### Placement density heat map, run 1

The bar under the picture is 20 um long. 6 x 12 tiles, from dark blue (low) to red (high), 0 to 100% covered.
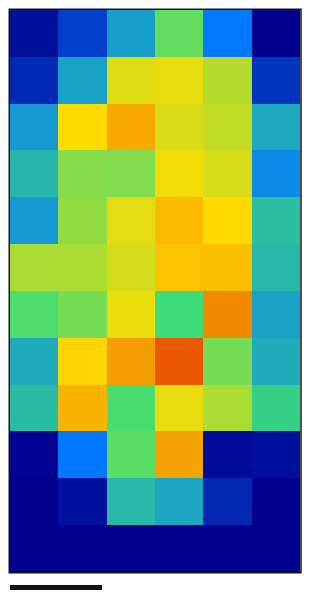
### Cells by drive strength, run 1

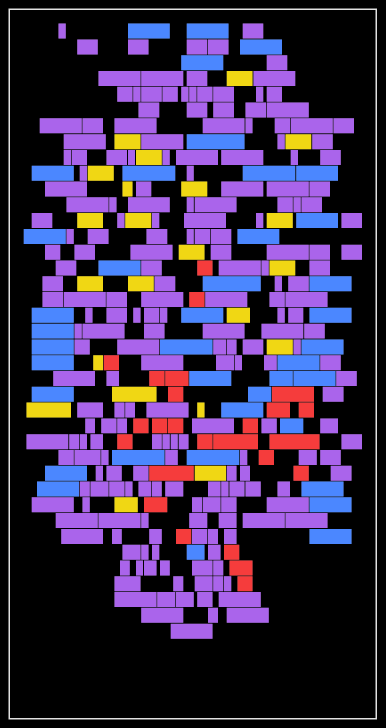
### The metal 2 layer, run 1

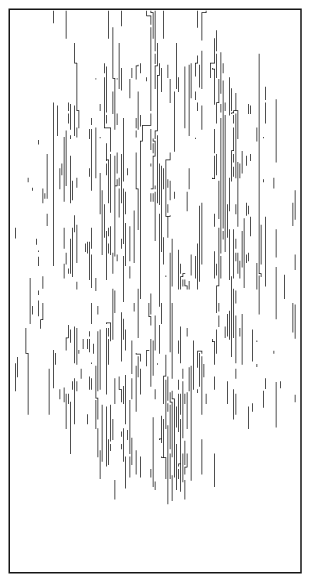
### M1 wires, run 1

Cells faint in the background.
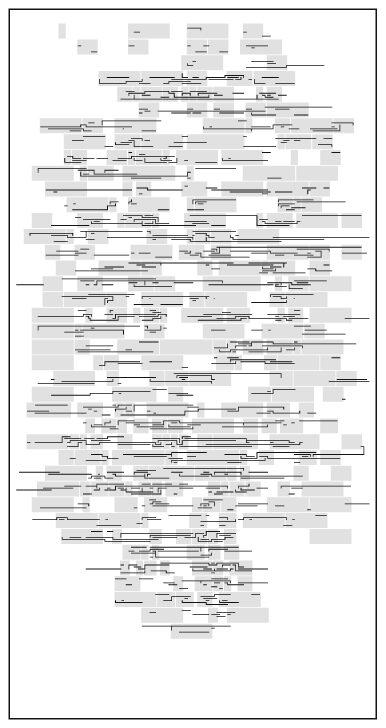
==> src/rtl/clps_pkg.sv <==
// Shared types and constants for the CLPS pad-pair link controller:
// state encoding, configuration word layout and reset configuration.
package clps_pkg;

  typedef enum logic [3:0] {
    ST_OFF, ST_TERM, ST_RXON, ST_TXON, ST_ACTIVE,
    ST_MUTE_PRE, ST_APPLY, ST_MUTE_POST, ST_DOWN
  } clps_state_e;

  // Pad-control bundle that is decoded from the state and then registered.
  typedef struct packed {
    logic tx_en;
    logic rx_en;
    logic term_en;
    logic set_cm;
    logic data_in;
    logic link_up;
    logic busy;
  } clps_pad_t;

  localparam int CFG_W         = 15;
  localparam int CFG_DRV_OFS   = 12;
  localparam int CFG_DRV_W     = 3;
  localparam int CFG_PEMODE_OFS = 10;
  localparam int CFG_PEMODE_W  = 2;
  localparam int CFG_PESTR_OFS = 7;
  localparam int CFG_PESTR_W   = 3;
  localparam int CFG_PEWID_OFS = 4;
  localparam int CFG_PEWID_W   = 3;
  localparam int CFG_TXINV_OFS = 3;
  localparam int CFG_RXINV_OFS = 2;
  localparam int CFG_EQ_OFS    = 0;
  localparam int CFG_EQ_W      = 2;

  localparam logic [CFG_W-1:0] CLPS_CFG_RST = 15'h4000;

  // Width of a down-counter able to hold the largest of the wait lengths.
  function automatic int clps_cnt_w(input int a, input int b, input int c, input int d);
    int m;
    m = a;
    if (b > m) m = b;
    if (c > m) m = c;
    if (d > m) m = d;
    return $clog2(m + 1);
  endfunction

endpackage

==> src/rtl/clps_link_ctrl_if.sv <==
// Control-side bundle between the chip register logic and clps_link_ctrl.
// The master is the register logic; the link controller is the slave.
interface clps_link_ctrl_if;
  import clps_pkg::*;

  logic             start;
  logic             stop;
  logic             cfg_wr;
  logic [CFG_W-1:0] cfg_wdata;
  logic             cfg_ready;
  logic             tx_data;
  logic             link_up;
  logic             busy;

  modport master (
    output start, stop, cfg_wr, cfg_wdata, tx_data,
    input  cfg_ready, link_up, busy
  );

  modport slave (
    input  start, stop, cfg_wr, cfg_wdata, tx_data,
    output cfg_ready, link_up, busy
  );
endinterface

==> src/rtl/clps_wait_cnt.sv <==
// Loadable down-counter that saturates at 0 and flags when it is there.
module clps_wait_cnt #(
  parameter int W = 6
) (
  input  logic         clk,
  input  logic         rst,
  input  logic         load,
  input  logic [W-1:0] load_val,
  output logic         zero
);
  logic [W-1:0] cnt_q;

  // NOTE: state is updated with non-blocking assignments so every flop
  // samples pre-edge values regardless of process ordering.
  always_ff @(posedge clk) begin
    if (rst)                cnt_q <= '0;
    else if (load)          cnt_q <= load_val;
    else if (cnt_q != '0)   cnt_q <= cnt_q - 1'b1;
  end

  assign zero = (cnt_q == '0);
endmodule

==> src/rtl/clps_link_ctrl.sv <==
// CLPS pad-pair power-up sequencer and muted configuration scheduler.
// Optional boost pulse generation is built only when CLPS_BOOST_EN is defined.
module clps_link_ctrl
  import clps_pkg::*;
#(
  parameter int TERM_WAIT    = 16,
  parameter int RX_WAIT      = 32,
  parameter int GUARD        = 4,
  parameter int BOOST_CYCLES = 8
) (
  input  logic                 DCLK_1,
  input  logic                 rst,
  clps_link_ctrl_if.slave      ctl,
  output logic                 DataIn,
  output logic                 TxEn,
  output logic                 RxEn,
  output logic                 termEn,
  output logic                 setCM,
  output logic                 boost,
  output logic [CFG_DRV_W-1:0]    DrvStrength,
  output logic [CFG_PEMODE_W-1:0] PEmode,
  output logic [CFG_PESTR_W-1:0]  PEstrength,
  output logic [CFG_PEWID_W-1:0]  PEwidth,
  output logic                 TxInvert,
  output logic                 RxInvert,
  output logic [CFG_EQ_W-1:0]  equalizer
);
  localparam int CW = clps_cnt_w(TERM_WAIT, RX_WAIT, GUARD, BOOST_CYCLES);

  clps_state_e      state_q, state_d;
  logic             wait_load, wait_zero;
  logic [CW-1:0]    wait_val;
  logic [1:0]       down_ph_q;
  logic [CFG_W-1:0] shadow_q, applied_q;
  clps_pad_t        pad_d, pad_q;
  logic             ready_d, ready_q;
  logic             enter_down;

  clps_wait_cnt #(.W(CW)) u_wait_cnt (
    .clk(DCLK_1), .rst(rst), .load(wait_load), .load_val(wait_val), .zero(wait_zero)
  );

  always_ff @(posedge DCLK_1) begin
    if (rst) state_q <= ST_OFF;
    else     state_q <= state_d;
  end

  // NOTE: every always_comb output gets a default first so no path infers a latch.
  always_comb begin
    state_d   = state_q;
    wait_load = 1'b0;
    wait_val  = '0;
    if (ctl.stop && state_q != ST_OFF && state_q != ST_DOWN) begin
      state_d = ST_DOWN;
    end else begin
      case (state_q)
        ST_OFF: if (ctl.start && !ctl.stop) begin
          state_d = ST_TERM; wait_load = 1'b1; wait_val = CW'(TERM_WAIT - 1);
        end
        ST_TERM: if (wait_zero) begin
          state_d = ST_RXON; wait_load = 1'b1; wait_val = CW'(RX_WAIT - 1);
        end
        ST_RXON:   if (wait_zero) state_d = ST_TXON;
        ST_TXON:   state_d = ST_ACTIVE;
        ST_ACTIVE: if (ctl.cfg_wr) begin
          state_d = ST_MUTE_PRE; wait_load = 1'b1; wait_val = CW'(GUARD - 1);
        end
        ST_MUTE_PRE: if (wait_zero) state_d = ST_APPLY;
        ST_APPLY: begin
          state_d = ST_MUTE_POST; wait_load = 1'b1; wait_val = CW'(GUARD - 1);
        end
        ST_MUTE_POST: if (wait_zero) state_d = ST_ACTIVE;
        ST_DOWN:      if (down_ph_q == 2'd2) state_d = ST_OFF;
        default:      state_d = ST_OFF;
      endcase
    end
  end

  assign enter_down = (state_d == ST_DOWN) && (state_q != ST_DOWN);

  always_ff @(posedge DCLK_1) begin
    if (rst || state_d != ST_DOWN || state_q != ST_DOWN) down_ph_q <= 2'd0;
    else                                                  down_ph_q <= down_ph_q + 2'd1;
  end

  // Pad controls follow the current state one register stage later;
  // cfg_ready instead tracks the state being entered so it drops on acceptance.
  always_comb begin
    pad_d   = '0;
    ready_d = (state_d == ST_OFF) || (state_d == ST_ACTIVE);
    case (state_q)
      ST_TERM: begin
        pad_d.term_en = 1'b1; pad_d.set_cm = 1'b1; pad_d.busy = 1'b1;
      end
      ST_RXON: begin
        pad_d.term_en = 1'b1; pad_d.set_cm = 1'b1; pad_d.rx_en = 1'b1; pad_d.busy = 1'b1;
      end
      ST_TXON, ST_MUTE_PRE, ST_APPLY, ST_MUTE_POST: begin
        pad_d.term_en = 1'b1; pad_d.set_cm = 1'b1; pad_d.rx_en = 1'b1;
        pad_d.tx_en = 1'b1; pad_d.busy = 1'b1;
      end
      ST_ACTIVE: begin
        pad_d.term_en = 1'b1; pad_d.set_cm = 1'b1; pad_d.rx_en = 1'b1;
        pad_d.tx_en = 1'b1; pad_d.link_up = 1'b1; pad_d.data_in = ctl.tx_data;
      end
      ST_DOWN: begin
        pad_d.rx_en   = (down_ph_q == 2'd0);
        pad_d.term_en = (down_ph_q != 2'd2);
        pad_d.set_cm  = (down_ph_q != 2'd2);
        pad_d.busy    = 1'b1;
      end
      default: ;
    endcase
  end

  always_ff @(posedge DCLK_1) begin
    if (rst) begin
      pad_q   <= '0;
      ready_q <= 1'b1;
    end else begin
      pad_q   <= pad_d;
      ready_q <= ready_d;
    end
  end

  // Going down abandons any pending shadow write and skips an in-flight apply.
  always_ff @(posedge DCLK_1) begin
    if (rst) begin
      shadow_q  <= CLPS_CFG_RST;
      applied_q <= CLPS_CFG_RST;
    end else if (enter_down) begin
      shadow_q <= applied_q;
    end else begin
      case (state_q)
        ST_OFF: if (ctl.cfg_wr) begin
          shadow_q  <= ctl.cfg_wdata;
          applied_q <= ctl.cfg_wdata;
        end
        ST_ACTIVE: if (ctl.cfg_wr) shadow_q <= ctl.cfg_wdata;
        ST_APPLY:  applied_q <= shadow_q;
        default: ;
      endcase
    end
  end

`ifdef CLPS_BOOST_EN
  logic boost_load, boost_zero, boost_q;

  assign boost_load = ((state_q == ST_TXON) || (state_q == ST_APPLY)) && !enter_down;

  clps_wait_cnt #(.W(CW)) u_boost_cnt (
    .clk(DCLK_1), .rst(rst), .load(boost_load),
    .load_val(CW'(BOOST_CYCLES - 1)), .zero(boost_zero)
  );

  always_ff @(posedge DCLK_1) begin
    if (rst || state_q == ST_DOWN) boost_q <= 1'b0;
    else if (boost_load)           boost_q <= 1'b1;
    else if (boost_zero)           boost_q <= 1'b0;
  end

  assign boost = boost_q;
`else
  assign boost = 1'b0;
`endif

  assign ctl.cfg_ready = ready_q;
  assign ctl.link_up   = pad_q.link_up;
  assign ctl.busy      = pad_q.busy;
  assign DataIn        = pad_q.data_in;
  assign TxEn          = pad_q.tx_en;
  assign RxEn          = pad_q.rx_en;
  assign termEn        = pad_q.term_en;
  assign setCM         = pad_q.set_cm;

  assign DrvStrength = applied_q[CFG_DRV_OFS   +: CFG_DRV_W];
  assign PEmode      = applied_q[CFG_PEMODE_OFS +: CFG_PEMODE_W];
  assign PEstrength  = applied_q[CFG_PESTR_OFS +: CFG_PESTR_W];
  assign PEwidth     = applied_q[CFG_PEWID_OFS +: CFG_PEWID_W];
  assign TxInvert    = applied_q[CFG_TXINV_OFS];
  assign RxInvert    = applied_q[CFG_RXINV_OFS];
  assign equalizer   = applied_q[CFG_EQ_OFS    +: CFG_EQ_W];
endmodule

==> src/flat_wrapper.sv <==
// flat-port wrapper written by rule: the top's interface ports become plain ports
module clps_link_ctrl_flat import clps_pkg::*;
#(
  parameter int TERM_WAIT    = 16,
  parameter int RX_WAIT      = 32,
  parameter int GUARD        = 4,
  parameter int BOOST_CYCLES = 8
)
  (DCLK_1, rst, DataIn, TxEn, RxEn, termEn, setCM, boost, DrvStrength, PEmode, PEstrength, PEwidth, TxInvert, RxInvert, equalizer, ctl_start, ctl_stop, ctl_cfg_wr, ctl_cfg_wdata, ctl_tx_data, ctl_cfg_ready, ctl_link_up, ctl_busy);
  clps_link_ctrl_if ctl_i ();
  input  logic DCLK_1;
  input  logic rst;
  output logic DataIn;
  output logic TxEn;
  output logic RxEn;
  output logic termEn;
  output logic setCM;
  output logic boost;
  output logic [CFG_DRV_W-1:0] DrvStrength;
  output logic [CFG_PEMODE_W-1:0] PEmode;
  output logic [CFG_PESTR_W-1:0] PEstrength;
  output logic [CFG_PEWID_W-1:0] PEwidth;
  output logic TxInvert;
  output logic RxInvert;
  output logic [CFG_EQ_W-1:0] equalizer;
  input wire logic [$bits(ctl_i.start)-1:0] ctl_start;
  input wire logic [$bits(ctl_i.stop)-1:0] ctl_stop;
  input wire logic [$bits(ctl_i.cfg_wr)-1:0] ctl_cfg_wr;
  input wire logic [$bits(ctl_i.cfg_wdata)-1:0] ctl_cfg_wdata;
  input wire logic [$bits(ctl_i.tx_data)-1:0] ctl_tx_data;
  output wire logic [$bits(ctl_i.cfg_ready)-1:0] ctl_cfg_ready;
  output wire logic [$bits(ctl_i.link_up)-1:0] ctl_link_up;
  output wire logic [$bits(ctl_i.busy)-1:0] ctl_busy;
  assign ctl_i.start = ctl_start;
  assign ctl_i.stop = ctl_stop;
  assign ctl_i.cfg_wr = ctl_cfg_wr;
  assign ctl_i.cfg_wdata = ctl_cfg_wdata;
  assign ctl_i.tx_data = ctl_tx_data;
  assign ctl_cfg_ready = ctl_i.cfg_ready;
  assign ctl_link_up = ctl_i.link_up;
  assign ctl_busy = ctl_i.busy;
  clps_link_ctrl #(.TERM_WAIT(TERM_WAIT), .RX_WAIT(RX_WAIT), .GUARD(GUARD), .BOOST_CYCLES(BOOST_CYCLES)) u_core (.DCLK_1(DCLK_1), .rst(rst), .ctl(ctl_i), .DataIn(DataIn), .TxEn(TxEn), .RxEn(RxEn), .termEn(termEn), .setCM(setCM), .boost(boost), .DrvStrength(DrvStrength), .PEmode(PEmode), .PEstrength(PEstrength), .PEwidth(PEwidth), .TxInvert(TxInvert), .RxInvert(RxInvert), .equalizer(equalizer));
endmodule
==> config.mk <==
export PLATFORM = sky130hd
export DESIGN_NAME = clps_link_ctrl_flat
export DESIGN_NICKNAME = d
export VERILOG_FILES = /design/src/rtl/clps_pkg.sv /design/src/rtl/clps_link_ctrl_if.sv /design/src/rtl/clps_wait_cnt.sv /design/src/rtl/clps_link_ctrl.sv /design/src/flat_wrapper.sv
export SDC_FILE = /design/constraint.sdc
export NUM_CORES = 1
export LEC_CHECK = 0
export CORE_ASPECT_RATIO = 2
export CORE_MARGIN = 2
export CORE_UTILIZATION = 35
export CTS_CLUSTER_DIAMETER = 120
export DETAILED_ROUTE_END_ITERATION = 12
export HOLD_SLACK_MARGIN = 0.15
export PLACE_DENSITY = 0.62
export SYNTH_ARGS = -nofsm -noshare
export SYNTH_HDL_FRONTEND = slang
export SYNTH_SLANG_ARGS = --single-unit
==> constraint.sdc <==
create_clock -name DCLK_1 -period 1.81 [get_ports DCLK_1]
set_clock_uncertainty 0.1 [all_clocks]
set_input_delay 0.362 -clock DCLK_1 [delete_from_list [all_inputs] [get_ports DCLK_1]]
set_output_delay 0.362 -clock DCLK_1 [all_outputs]
set_load 0.1 [all_outputs]
==> impl_metrics.py, run 1 <==
# Flow results
metrics = {
    "run_status": {
        "outcome": "completed",
    },
    "critical_path": {
        "rr_endpoint": "u_core.ctl.cfg_ready$_SDFF_PP1_",
        "worst-path-max-fanout": 5,
        "arrival_ns": 1.82,
        "crit_path_end": "u_core.ctl.cfg_ready$_SDFF_PP1_",
        "crit_path_start_kind": "flop",
        "required_ns": 1.87,
        "crit_type": "reg2reg",
        "worst_r2r_path_depth": 4,
        "startpoint": "u_core.u_wait_cnt.cnt_q[3]$_SDFFE_PP0P_",
        "end_kind": "flop",
        "r2r-start": "u_core.u_wait_cnt.cnt_q[3]$_SDFFE_PP0P_",
        "rrSetupSlack_ns": 0.05,
    },
    "synth": {
        "synth-edff-count": 0,
        "ys_seq_share_pct": 40.29,
        "synthCells": 241,
        "yosys.area.top_type": "dfxtp_1",
        "syn_area_per_cell_sq_um": 10.10,
        "ff_type": "dfxtp_1",
        "topCellsByArea": "dfxtp_1 40%, mux2i_1 12%, a211oi_2 7.2%, nor2_1 5.5%, a211oi_1 4.6%",
        "syn_area_sq_um": 2435,
        "synth_nets": 265,
        "ys_types": 50,
        "ys_warn_count": 0,
        "yosys_cells": 241,
        "yosysTopAreaCellShare_pct": 40.29,
        "yosysChipArea_sq_um": 2435,
        "ys_ff": 49,
        "async_reset_ff_share_pct": 0,
    },
    "clocking": {
        "root_buffer": "clkbuf_16",
        "cts-buffers-inserted": 5,
        "cts_tree": "done",
        "clock_sinks": 49,
        "path_clk_slew_ns": 0.07,
        "cts_max_path_buffers": 2,
        "clk_latency_ns": 0.29,
        "cts_max_level": 2,
    },
    "pwr": {
        "peakVddDrop_v": 0.0007557,
        "p_leak_uw": 0.001374,
        "powerDensity_nw_per_um2": 1202,
    },
    "global_routing": {
        "grt.total_usage_pct": 15.01,
        "grt_pass1_vias": 1958,
        "overflow": 0,
        "antenna_found_initial": 0,
        "grt_pass1_wl_mm": 9.266,
        "grt_max_degree": 31,
    },
    "min_path": {
        "hold_path_depth": 3,
        "min_from": "rst",
        "hold_end": "u_core.state_q[1]$_SDFF_PP0_",
        "holdCritPathClass": "in2reg",
    },
    "floorplan": {
        "rows": 43,
        "fp.dieW_um": 62.98,
        "die-area_sq_um": 7680,
        "io_pins": 45,
        "fp-utilization_pct": 35.63,
        "core-area_sq_um": 6833,
        "fp.dieH_um": 122.0,
    },
    "timing": {
        "timing.final.ws_setup_ns": 0.04716,
        "finalHoldViolCount": 0,
        "setup_viol_count_final": 0,
        "rsz0062_at_grt": "no",
        "max_freq_mhz": 567.3,
        "min_period_ns": 1.763,
        "finalMaxSlewViolations": 0,
        "period_used_pct": 97.39,
    },
    "layout": {
        "final_cells": 388,
        "num_antenna_cells": 0,
        "layout-drive-gt1-share_pct": 28.86,
        "syn2layout_area_growth_pct": 44.60,
        "fin_nets": 321,
    },
    "route": {
        "post-route-drc-count": 0,
        "ant_nets": 0,
        "initialDrtViolationCount": 60,
        "vias_per_cell": 5.013,
        "dr_total_vias": 1945,
        "drt-total-wl_mm": 5.422,
        "drtPass1Iterations": 4,
        "routedWlPerCell_um": 13.97,
    },
    "placement": {
        "port_buffers": 43,
        "place_inst": 375,
        "pre_cts_ws_ns": -0.4127,
        "gp_congestion": 0.7792,
        "dp_hpwl_mm": 3.692,
    },
    "run": {
        "warning_count": 27,
        "max_cap_violations": 0,
    },
}
-- 'Placement density heat map' (at the start) --
The mean over all tiles is 44%. The emptiest ninth of the die: south-east. The densest ninth of the die: center.

-- 'Cells by drive strength' (at the start) --
Purple stands for drive 1 or less, cells 212, share 71%. Blue stands for drive 6 and up, cells 39, share 13%. Red stands for drive 3 to 4, cells 25, share 8.4%. Yellow stands for drive 2, cells 22, share 7.4%.

-- 'The metal 2 layer' (at the start) --
282 nets have wire on it. The wires run mostly vertical. The layer holds 48% of the routed length. The layer carries 2580 um of wire.

-- 'M1 wires' (at the start) --
The layer holds 46% of the routed length. The wires run mostly horizontal.

## run 1: kinds of logic (layout without fill, tap and decap cells)
| family | after synthesis | count (layout) | share of synthesized area [%] |
|---|---|---|---|
| simple gates | 73 | 73 | 17.21 |
| buf+inv | 25 | 82 | 6.166 |
| xor+xnor | 4 | 4 | 1.439 |
| fa+ha+maj | 3 | 3 | 1.542 |
| other cells | 1 | 1 | 0.1540 |
| mux | 31 | 31 | 12.85 |
| compound gates | 55 | 55 | 20.35 |
| flops | 49 | 49 | 40.29 |
## run 1: per-stage QoR
stage | cell area, sq um | hold slack [ns] | setup TNS [ns] | util, % | power (uW)
3_5_place_dp | 3286 | 0.3113 | -9.681 | 48.09 | 3247
2_1_floorplan | 2436 | 0.3013 | 0 | - | 2647
5_1_grt | 3521 | 0.2951 | 0 | 51.53 | 4451
6_report | 3521 | 0.2885 | 0 | 51.53 | 4233
3_3_place_gp | 3286 | 0.3073 | -8.818 | 48.09 | 3193
4_1_cts | 3516 | 0.2819 | 0 | 51.46 | 4272
## run 1: state kept, by name, summed over array words and instances (netlist names), 2 cells and up
signal / cells
u_core.applied_q: 15
u_core.down_ph_q: 2
u_core.shadow_q: 15
u_core.state_q: 4
u_core.u_wait_cnt.cnt_q: 6
## run 1: layout by cell type, fill, tap and decap left out, drive strengths merged, types with 5 or more instances in the layout
master	Yosys	layout
a211oi	30	30
clkbuf	8	5
inv	6	7
buf	11	49
nor2	37	37
mux2i	29	29
dfxtp	49	49
a21oi	9	9
nor3	9	9
clkdlybuf4s50	0	18
## run 1: critical path: stages (launching register included)
cell,delay [ns]
dfxtp_1,0.32
or3_4,0.42
or4_4,0.54
a31oi_4,0.18
nor3_1,0.08
## run 1: timing repair
action	CTS	global route
endpoints found under the setup margin	14	11
setup buffers	3	0
gates resized	5	2
cloned	2	0
pin swaps	6	4
hold buffers	0	0
## run 1: Yosys cell counts (2+ instances only)
cell type and n:
a211oi_2 14, mux2i_1 29, dfxtp_1 49, or3_1 2
clkbuf_1 8, buf_2 3, o21bai_1 2, o21ai_1 3
or2_0 2, nor3_1 9, nand2_1 2, xnor2_1 3
nor2_1 36, ha_1 3, buf_6 6, nand2b_1 2
a211o_1 2, nand3b_1 3, or3b_4 2, a21oi_1 9
inv_1 5, and2_1 2, nor3b_1 2, mux2_2 2
a211oi_1 15, buf_4 2
## run 1: layout make-up
class                      count  area, sq um
tap                           90        112.6
fill                         616         3312
multi-input combinational    167         1313
sequential                    49        983.4
clock buffer                   5        125.1
inverter                       6        22.52
timing repair buffer          68        943.4
clock inverter                 3        21.27
## run 1: per-layer routing
metal,GRT usage (%),share of wire [%],vias up
li1,-,-,980
met1,19.06,46,916
met2,24.87,48,44
met3,3.509,4.7,5
met4,5.000,1.5,0
met5,0,0,-
## run 1: where the power goes
part,switching (uW),internal (uW)
combinational,1060,824
sequential,152,1260
clock,414,515
## Run 2: what changed since run 1
CAP_MARGIN = 40   (was unset)
==> impl_metrics.py, run 2 <==
# Flow results
metrics = {
    "global_routing": {
        "grt.total_usage_pct": 15.01,
        "grt_max_degree": 31,
        "overflow": 0,
        "antenna_found_initial": 0,
        "grt_pass1_wl_mm": 9.266,
    },
    "critical_path": {
        "critPathBufInv": 0,
        "cpMaxStageDelayCell": "or4_4",
        "crit_path_start_kind": "flop",
        "required_ns": 1.87,
        "worst-path-max-fanout": 5,
        "cp_top_family": "simple AND/OR/NAND/NOR gates",
        "worst_r2r_path_depth": 4,
        "end_kind": "flop",
        "cp_num_cells": 4,
    },
    "pwr": {
        "switchingPower_uw": 1630,
        "comb_power_share_pct": 44.6,
        "power_frac_clock_pct": 21.9,
        "peakVddDrop_v": 0.0007557,
        "p_sw_share_pct": 38.50,
        "p_int_uw": 2604,
        "power_uw": 4233,
        "seqPwrFrac_pct": 33.5,
    },
    "synth": {
        "ys_types": 50,
        "most_common_cell": "dfxtp_1",
        "yosys.area.top_type": "dfxtp_1",
        "synthCells": 241,
        "ys_warn_count": 0,
        "synth-edff-count": 0,
        "yosysTopAreaCellShare_pct": 40.29,
        "ff_type": "dfxtp_1",
        "yosys-top-cells-count": "49 x dfxtp_1, 36 x nor2_1, 29 x mux2i_1",
    },
    "floorplan": {
        "core-area_sq_um": 6833,
        "fp.dieW_um": 62.98,
        "fp-utilization_pct": 35.63,
        "rows": 43,
        "die-area_sq_um": 7680,
    },
    "layout": {
        "n_fill_cell": 616,
        "seq_area_sq_um": 983.4,
        "syn2layout_area_growth_pct": 44.60,
        "mostFrequentLayoutCell": "dfxtp_1",
        "logic_area_sq_um": 1313,
        "largestRegisters": "u_core.applied_q x15, u_core.shadow_q x15, u_core.u_wait_cnt.cnt_q x6",
        "final_cell_area_sq_um": 3521,
        "num_antenna_cells": 0,
        "fin_nets": 321,
        "lay_top_cells": "47 x dfxtp_1, 36 x nor2_1, 29 x mux2i_1",
    },
    "route": {
        "initialDrtViolationCount": 60,
        "vias_per_cell": 5.013,
        "dr_total_vias": 1945,
        "post-route-drc-count": 0,
        "routedWlPerCell_um": 13.97,
        "drtPass1Iterations": 4,
    },
    "min_path": {
        "hold_path_depth": 3,
    },
    "clocking": {
        "root_buffer": "clkbuf_16",
        "cts_tree": "done",
        "clk_latency_ns": 0.29,
        "clock_sinks": 49,
    },
    "run": {
        "warning_count": 27,
    },
    "placement": {
        "place_inst": 375,
        "port_buffers": 43,
        "dp_hpwl_mm": 3.692,
    },
    "timing": {
        "finalMaxSlewViolations": 0,
        "setup_viol_count_final": 0,
        "finalHoldViolCount": 0,
        "min_period_ns": 1.763,
    },
    "run_status": {
        "outcome": "completed",
    },
}
[run 2: cell counts in the layout (fill, tap and decap cells not counted)]
No cell type changed its count.
[run 2: cell families after synthesis]
logic type      synth area share [%]
flops                          40.29
mux                            12.85
fa+ha+maj                      1.542
buf+inv                        6.166
xor+xnor                       1.439
simple gates                   17.21
compound gates                 20.35
other cells                   0.1540
[run 2: what timing repair did]
| action | CTS | global route |
|---|---|---|
| gates resized | 5 | 2 |
| gates cloned | 2 | 0 |
| setup endpoints to repair | 14 | 11 |
| pin swaps | 6 | 4 |
| buffers inserted | 3 | 0 |
[run 2: path summary, 6_finish.rpt]
check                                                from                         endpoint
setup / recovery  u_core.u_wait_cnt.cnt_q[3]$_SDFFE_PP0P_  u_core.ctl.cfg_ready$_SDFF_PP1_
hold / removal                                        rst     u_core.state_q[1]$_SDFF_PP0_
setup reg to reg  u_core.u_wait_cnt.cnt_q[3]$_SDFFE_PP0P_  u_core.ctl.cfg_ready$_SDFF_PP1_
hold reg to reg            u_core.down_ph_q[0]$_SDFF_PP0_   u_core.down_ph_q[0]$_SDFF_PP0_
[run 2: tightest hold or removal path: cells and delay by family]
kind | cells | cell delay [ns]
AND/OR/NAND/NOR | 1 | 0.10
buffers and inverters | 1 | 0.10
AND-OR/OR-AND | 1 | 0.05
[run 2: area by class of cell]
cell class              count  share of cell area [%]
multi-input cells         167                   37.28
flip-flops and latches     49                   27.93
repair buffers             68                   26.79
clock buffers               5                   3.554
well taps                  90                   3.198
inverters                   6                  0.6397
clock inverters             3                  0.6041
[run 2: metrics by stage]
step           worst slack (ns)  util (%)
2_1_floorplan           0.02558         -
3_3_place_gp            -0.3823     48.09
3_5_place_dp            -0.4127     48.09
4_1_cts                 0.01371     51.46
5_1_grt                0.004785     51.53
6_report                0.04716     51.53
[run 2: power by group through the flow]
stage               Combinational [uW]  Sequential (uW)  Clock (uW)
floorplan                          788             1860           0
global placement                  1760             1430           0
detailed placement                1810             1440           0
CTS                               1900             1420         954
global route                      2020             1440         995
finish                            1890             1420         929
[run 2: metal layers]
metal | track usage, % | vias to the layer above | share of wire [%]
met4 | 5.000 | 0 | 1.5
met2 | 24.87 | 44 | 48
met3 | 3.509 | 5 | 4.7
li1 | - | 980 | -
met5 | 0 | - | 0
met1 | 19.06 | 916 | 46
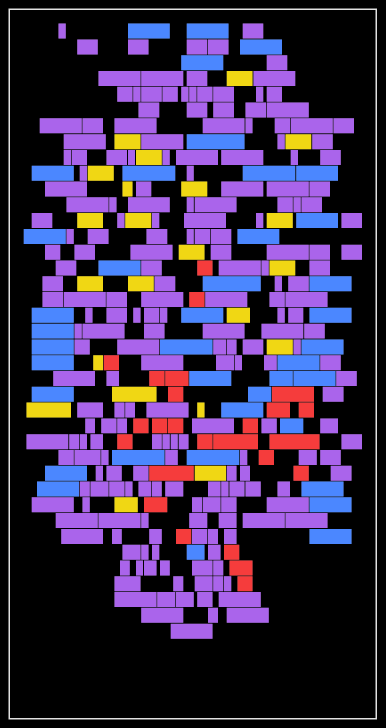
*Cells by drive strength, run 2*
Purple stands for drive 1 or less, cells 212, share 71%. Red stands for drive 3 to 4, cells 25, share 8.4%. Yellow stands for drive 2, cells 22, share 7.4%. Blue stands for drive 6 and up, cells 39, share 13%.

Power and IR drop assume default switching activity.
